**src/rtl/uart_echo_pkg.sv**
```systemverilog
// rtl/uart_echo_pkg.sv - shared states, pattern seeds and helpers for the UART echo tester
package uart_echo_pkg;

  typedef enum logic [2:0] {
    ST_IDLE,
    ST_SEND,
    ST_WAIT_ECHO,
    ST_NEXT,
    ST_FINISH
  } state_e;

  localparam logic [7:0] COUNT_SEED = 8'h00;
  localparam logic [7:0] LFSR_SEED  = 8'h01;
  // Feedback taps p[7]^p[5]^p[4]^p[3]
  localparam logic [7:0] LFSR_TAPS  = 8'hB8;

  function automatic logic [7:0] lfsr_next(input logic [7:0] p);
    return {p[6:0], ^(p & LFSR_TAPS)};
  endfunction

  function automatic logic [15:0] sat_inc16(input logic [15:0] v);
    return (v == 16'hFFFF) ? v : v + 16'd1;
  endfunction

endpackage

```
**src/rtl/echo_pattern_gen.sv**
```systemverilog
// rtl/echo_pattern_gen.sv - byte pattern source: incrementing counter, or LFSR when ECHO_PRBS_EN is defined
module echo_pattern_gen (
  input  logic       clk_100mhz,
  input  logic       reset,
  input  logic       load_i,
  input  logic       advance_i,
  output logic [7:0] pattern_o
);
  import uart_echo_pkg::*;

  logic [7:0] pattern_q;
  logic [7:0] pattern_d;
  logic [7:0] seed;

`ifdef ECHO_PRBS_EN
  assign seed      = LFSR_SEED;
  assign pattern_d = lfsr_next(pattern_q);
`else
  assign seed      = COUNT_SEED;
  assign pattern_d = pattern_q + 8'd1;
`endif

  always_ff @(posedge clk_100mhz) begin
    if (reset || load_i) begin
      pattern_q <= seed;
    end else if (advance_i) begin
      pattern_q <= pattern_d;
    end
  end

  assign pattern_o = pattern_q;

endmodule

```
**src/rtl/uart_echo_tester.sv**
```systemverilog
// rtl/uart_echo_tester.sv - sends a byte pattern through a buart and checks each echo; ECHO_PRBS_EN selects LFSR pattern
module uart_echo_tester #(
  parameter int NUM_CHARS      = 256,
  parameter int TIMEOUT_CYCLES = 1_000_000
) (
  input  logic        clk_100mhz,
  input  logic        reset,
  input  logic        start,
  output logic        uart_wr,
  output logic [7:0]  tx_data,
  input  logic        tx_busy,
  output logic        uart_rd,
  input  logic        rx_valid,
  input  logic [7:0]  rx_data,
  output logic        busy,
  output logic        done,
  output logic        pass,
  output logic        timeout,
  output logic [15:0] err_count
);
  import uart_echo_pkg::*;

  localparam int IDX_W = (NUM_CHARS > 1) ? $clog2(NUM_CHARS) : 1;
  localparam int TMR_W = (TIMEOUT_CYCLES > 1) ? $clog2(TIMEOUT_CYCLES) : 1;
  localparam logic [IDX_W-1:0] IDX_LAST = IDX_W'(NUM_CHARS - 1);
  localparam logic [TMR_W-1:0] TMR_LAST = TMR_W'(TIMEOUT_CYCLES - 1);

  state_e            state_q, state_d;
  logic [IDX_W-1:0]  index_q, index_d;
  logic [TMR_W-1:0]  timer_q, timer_d;
  logic [7:0]        expected_q, expected_d;
  logic              busy_q, busy_d;
  logic              done_q, done_d;
  logic              pass_q, pass_d;
  logic              timeout_q, timeout_d;
  logic [15:0]       err_q, err_d;
  logic              wr, rd, pat_load, pat_advance;
  logic [7:0]        pattern;

  echo_pattern_gen u_pattern (
    .clk_100mhz (clk_100mhz),
    .reset      (reset),
    .load_i     (pat_load),
    .advance_i  (pat_advance),
    .pattern_o  (pattern)
  );

  always_ff @(posedge clk_100mhz) begin
    if (reset) begin
      state_q    <= ST_IDLE;
      index_q    <= '0;
      timer_q    <= '0;
      expected_q <= '0;
      busy_q     <= 1'b0;
      done_q     <= 1'b0;
      pass_q     <= 1'b0;
      timeout_q  <= 1'b0;
      err_q      <= '0;
    end else begin
      state_q    <= state_d;
      index_q    <= index_d;
      timer_q    <= timer_d;
      expected_q <= expected_d;
      busy_q     <= busy_d;
      done_q     <= done_d;
      pass_q     <= pass_d;
      timeout_q  <= timeout_d;
      err_q      <= err_d;
    end
  end

  always_comb begin
    state_d     = state_q;
    index_d     = index_q;
    timer_d     = timer_q;
    expected_d  = expected_q;
    busy_d      = busy_q;
    done_d      = done_q;
    pass_d      = pass_q;
    timeout_d   = timeout_q;
    err_d       = err_q;
    wr          = 1'b0;
    rd          = 1'b0;
    pat_load    = 1'b0;
    pat_advance = 1'b0;
    case (state_q)
      ST_IDLE: begin
        // Stale bytes left in the buart are drained without being judged
        rd = rx_valid;
        if (start) begin
          done_d    = 1'b0;
          pass_d    = 1'b0;
          timeout_d = 1'b0;
          err_d     = '0;
          index_d   = '0;
          pat_load  = 1'b1;
          busy_d    = 1'b1;
          state_d   = ST_SEND;
        end
      end
      ST_SEND: begin
        if (!tx_busy) begin
          wr         = 1'b1;
          expected_d = pattern;
          timer_d    = '0;
          state_d    = ST_WAIT_ECHO;
        end
      end
      ST_WAIT_ECHO: begin
        // An echo arriving in the last timer cycle beats the timeout
        if (rx_valid) begin
          rd = 1'b1;
          if (rx_data != expected_q) err_d = sat_inc16(err_q);
          state_d = ST_NEXT;
        end else if (timer_q == TMR_LAST) begin
          timeout_d = 1'b1;
          err_d     = sat_inc16(err_q);
          state_d   = ST_FINISH;
        end else begin
          timer_d = timer_q + TMR_W'(1);
        end
      end
      ST_NEXT: begin
        if (index_q == IDX_LAST) begin
          state_d = ST_FINISH;
        end else begin
          index_d     = index_q + IDX_W'(1);
          pat_advance = 1'b1;
          state_d     = ST_SEND;
        end
      end
      ST_FINISH: begin
        busy_d  = 1'b0;
        done_d  = 1'b1;
        pass_d  = (err_q == 16'd0) && !timeout_q;
        state_d = ST_IDLE;
      end
      default: state_d = ST_IDLE;
    endcase
  end

  assign uart_wr   = wr && !reset;
  assign uart_rd   = rd && !reset;
  assign tx_data   = uart_wr ? pattern : 8'h00;
  assign busy      = busy_q;
  assign done      = done_q;
  assign pass      = pass_q;
  assign timeout   = timeout_q;
  assign err_count = err_q;

endmodule

```
**config.mk**
```make
export PLATFORM = sky130hd
export DESIGN_NAME = uart_echo_tester
export DESIGN_NICKNAME = d
export VERILOG_FILES = /design/src/rtl/uart_echo_pkg.sv /design/src/rtl/echo_pattern_gen.sv /design/src/rtl/uart_echo_tester.sv
export SDC_FILE = /design/constraint.sdc
export NUM_CORES = 1
export LEC_CHECK = 0
export CAP_MARGIN = 20
export CORE_UTILIZATION = 55
export DETAILED_ROUTE_END_ITERATION = 6
export PLACE_DENSITY = 0.79
export REMOVE_ABC_BUFFERS = 1
export SLEW_MARGIN = 10
export SYNTH_ARGS = -nofsm -noshare
export SYNTH_HDL_FRONTEND = slang
export SYNTH_SLANG_ARGS = --single-unit
```
**constraint.sdc**
```tcl
create_clock -name clk_100mhz -period 2.4 [get_ports clk_100mhz]
set_input_delay 0.24 -clock clk_100mhz [delete_from_list [all_inputs] [get_ports clk_100mhz]]
set_output_delay 0.24 -clock clk_100mhz [all_outputs]
set_load 0.02 [all_outputs]
```
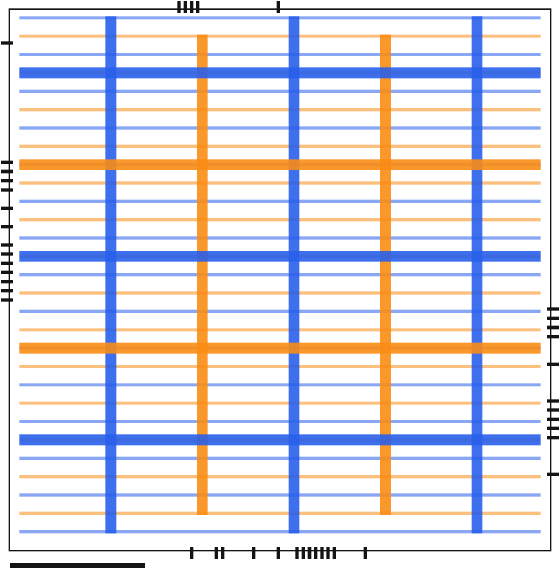
*PDN straps and rails, run 1*
Scale bar: 20 um. Pins as bars on the die edge.
- VDD: orange
- VSS: blue
- met5 straps: 5
- rows: 28
- met1 rails: 29
- met4 straps: 5
- signal pins: 43
chip height: 80.0 um
die width: 80.0 um
Peak VDD IR: 0.376 mV
core area: 5890 sq um

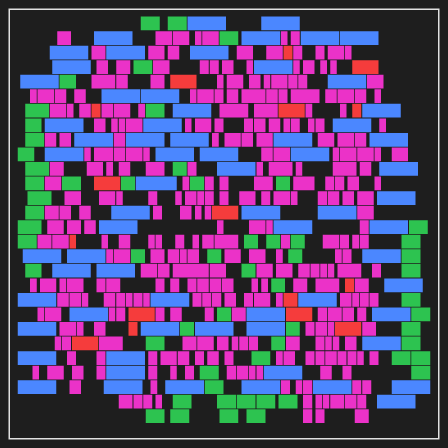
*Placement by cell class, run 1*
- registers: blue (cells 67; share of their area 34%)
- clock drivers and dummy loads: red (cells 16; share of their area 4.0%)
- remaining buffers and delay cells: green (cells 58; share of their area 14%)
- remaining logic cells: magenta (cells 311; share of their area 48%)
Cell Rows: 28
Core Util, Final: 68.9%
design area: 4050 sq um
flop share of the area: 33.1%

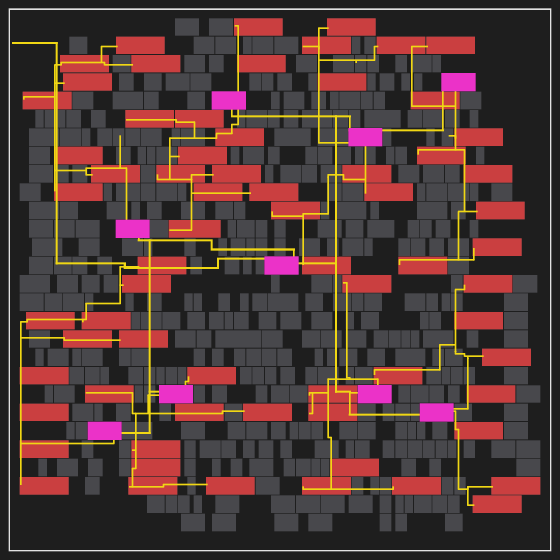
*Clock distribution, run 1*
- clock-net drivers: magenta (count 9)
- flip-flops: red (count 67)
- clock wires: yellow (length 824 um)
- flops lie: spread over the die

[run 1: critical path, delay by kind of cell (launching register included)]
kind | cells | cell delay (ps)
AND/OR/NAND/NOR | 2 | 560
buffers and inverters | 1 | 660
flip-flops | 1 | 420
[run 1: metrics by stage]
stage               utilization (%)  cells  setup slack [ps]  total power [mW]  cell area (sq um)
global route                   68.9    527              54.8              2.37               4050
floorplan                         -    378               263              1.35               3250
detailed placement             66.1    511               133              1.50               3890
CTS                            68.7    527              4.88              2.29               4040
finish                         68.9    527               176              2.27               4050
global placement               66.1    511               158              1.49               3890
[run 1: per-layer routing]
layer	wire, um	GRT usage, %	up-vias	share of wire [%]
met2	3600	41.5	93	48
li1	-	-	1522	-
met5	0	0	-	0
met3	346	6.51	10	4.6
met4	125	10.0	0	1.7
met1	3400	31.3	1457	46
==> results.ini, run 1 <==
[routing]
vias = 3082
ant_nets = 0
wl_per_cell_um = 14.2
routed_wl_um = 7470

[floorplanning]
initial_utilization_pct = 56.9
taps = 75
chip_area_sq_um = 6410

[synthesis]
ys_cells = 399
xor_share_pct = 9.15
topCombFamilyByArea = simple AND/OR/NAND/NOR gates
ff_type = dfxtp_1
top_cell_area_share_pct = 40.0

[timing]
hold_viol = 0
hold_ws_ps = 472
setup_viol = 0

[layout]
final_common_cell = dfxtp_1
logic_area_sq_um = 1890
flop-count = 67

[grt]
grt_first_pass_wirelength_um = 12500

[critical_path]
cp-endpoint = uart_rd
timing.rr.start = state_q[1]$_SDFFE_PP0P_
cp-end-kind = output port
rrSetupSlack_ps = 200
crit_arrival_ps = 1980

[power_and_ir_drop]
p_seq_mw = 1.15
power_frac_comb_pct = 14.6

[clock_tree]
root_buffer = clkbuf_8
cts_buffers = 9
clock_sinks = 67
clock.latency.late_pin_ps = 350
post_cts_buffers = 0
cts_hold_buffers = 0

[run_status]
status = finished, final reports clean

[job]
tool_warnings = 26

### Signal wires by layer, run 1

Scale bar: 20 um.
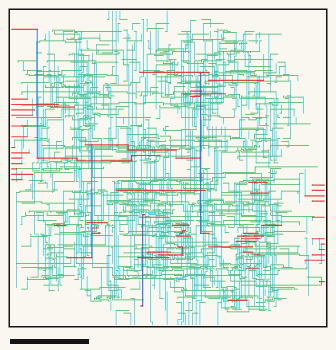

==> inputs of run 2 (changes only) <==
--- a/config.mk
+++ b/config.mk
@@ -8,9 +8,10 @@
 export CAP_MARGIN = 20
 export CORE_UTILIZATION = 55
 export DETAILED_ROUTE_END_ITERATION = 6
+export GPL_TIMING_DRIVEN = 0
 export PLACE_DENSITY = 0.79
 export REMOVE_ABC_BUFFERS = 1
-export SLEW_MARGIN = 10
+export SLEW_MARGIN = 0
 export SYNTH_ARGS = -nofsm -noshare
 export SYNTH_HDL_FRONTEND = slang
 export SYNTH_SLANG_ARGS = --single-unit
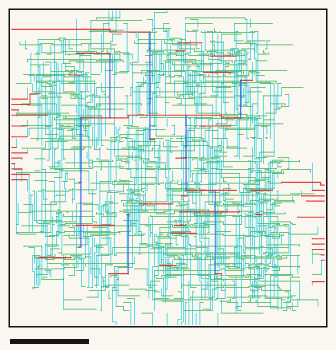
*Signal wires by layer, run 2*
Scale bar: 20 um.
- M3: red (wire length 304 um)
- M1: green (wire length 3410 um)
- M4: blue (wire length 141 um)
- M2: cyan (wire length 3730 um)
Global Route Usage Sum: 26.2%
DR WL/cell: 14.7 um
via count: 2973
Post-Route WL: 7590 um

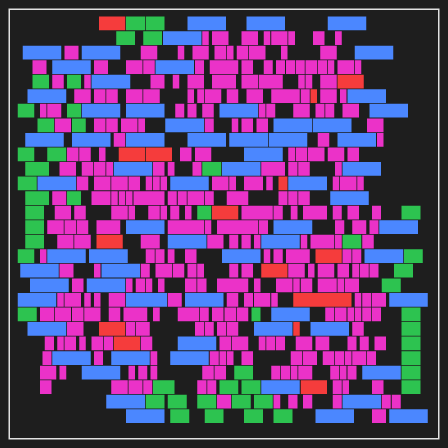
*Placement by cell class, run 2*
- registers: blue (cells 67; share of their area 34%)
- remaining buffers and delay cells: green (cells 48; share of their area 12%)
- remaining logic cells: magenta (cells 311; share of their area 49%)
- clock drivers and dummy loads: red (cells 15; share of their area 4.9%)

==> results.ini, run 2 <==
[synthesis]
ff_type = dfxtp_1  ; unchanged
topCombFamilyByArea = simple AND/OR/NAND/NOR gates  ; unchanged

[placed_design]
place_area_sq_um = 3770  ; was 3890 sq um

[routing]
met1_length_um = 3410  ; was 3400 um
route.met2.wl_um = 3730  ; was 3600 um

[power_and_ir_drop]
power.total_mw = 2.41  ; was 2.27 mW
p_seq_mw = 1.15  ; about the same

[clock_tree]
cts_buffers = 9  ; unchanged
root_buffer = clkbuf_8  ; unchanged
clock_sinks = 67  ; unchanged

[timing]
hold_viol = 0  ; unchanged

[run_status]
status = finished, final reports clean  ; unchanged

[critical_path]
cp.depth = 5  ; was 3
timing.rr.start = err_count[0]$_SDFFE_PP0P_  ; was state_q[1]$_SDFFE_PP0P_

[floorplanning]
initial_utilization_pct = 56.9  ; unchanged
rows = 28  ; unchanged

[layout]
final_common_cell = dfxtp_1  ; unchanged
final_cells = 516  ; was 527
seq_share_pct = 33.1  ; about the same

[grt]
use_met1_pct = 31.9  ; was 31.3%

==> run 2: worst max path at each step <==
| stage | startpoint | endpoint | slack [ps] |
|---|---|---|---|
| final | state_q[2]$_SDFFE_PP0P_ | uart_wr | 120 |
| after global placement | reset | tx_data[3] | -900 |
| after global routing | timer_q[6]$_SDFFE_PP0P_ | err_count[12]$_SDFFE_PP0P_ | -30 |
| after floorplan | index_q[0]$_SDFFE_PP0P_ | index_q[5]$_SDFFE_PP0P_ | 260 |
| after CTS | state_q[2]$_SDFFE_PP0P_ | tx_data[4] | 0.008 |
| after detailed placement | reset | tx_data[6] | -870 |
==> run 2: what timing repair did <==
| action | in CTS | in global routing |
|---|---|---|
| gates resized | 16 | 5 |
| setup endpoints to repair | 30 | 11 |
| hold buffers | 0 | 0 |
| buffers inserted | 2 | 3 |
Power and IR drop assume default switching activity.
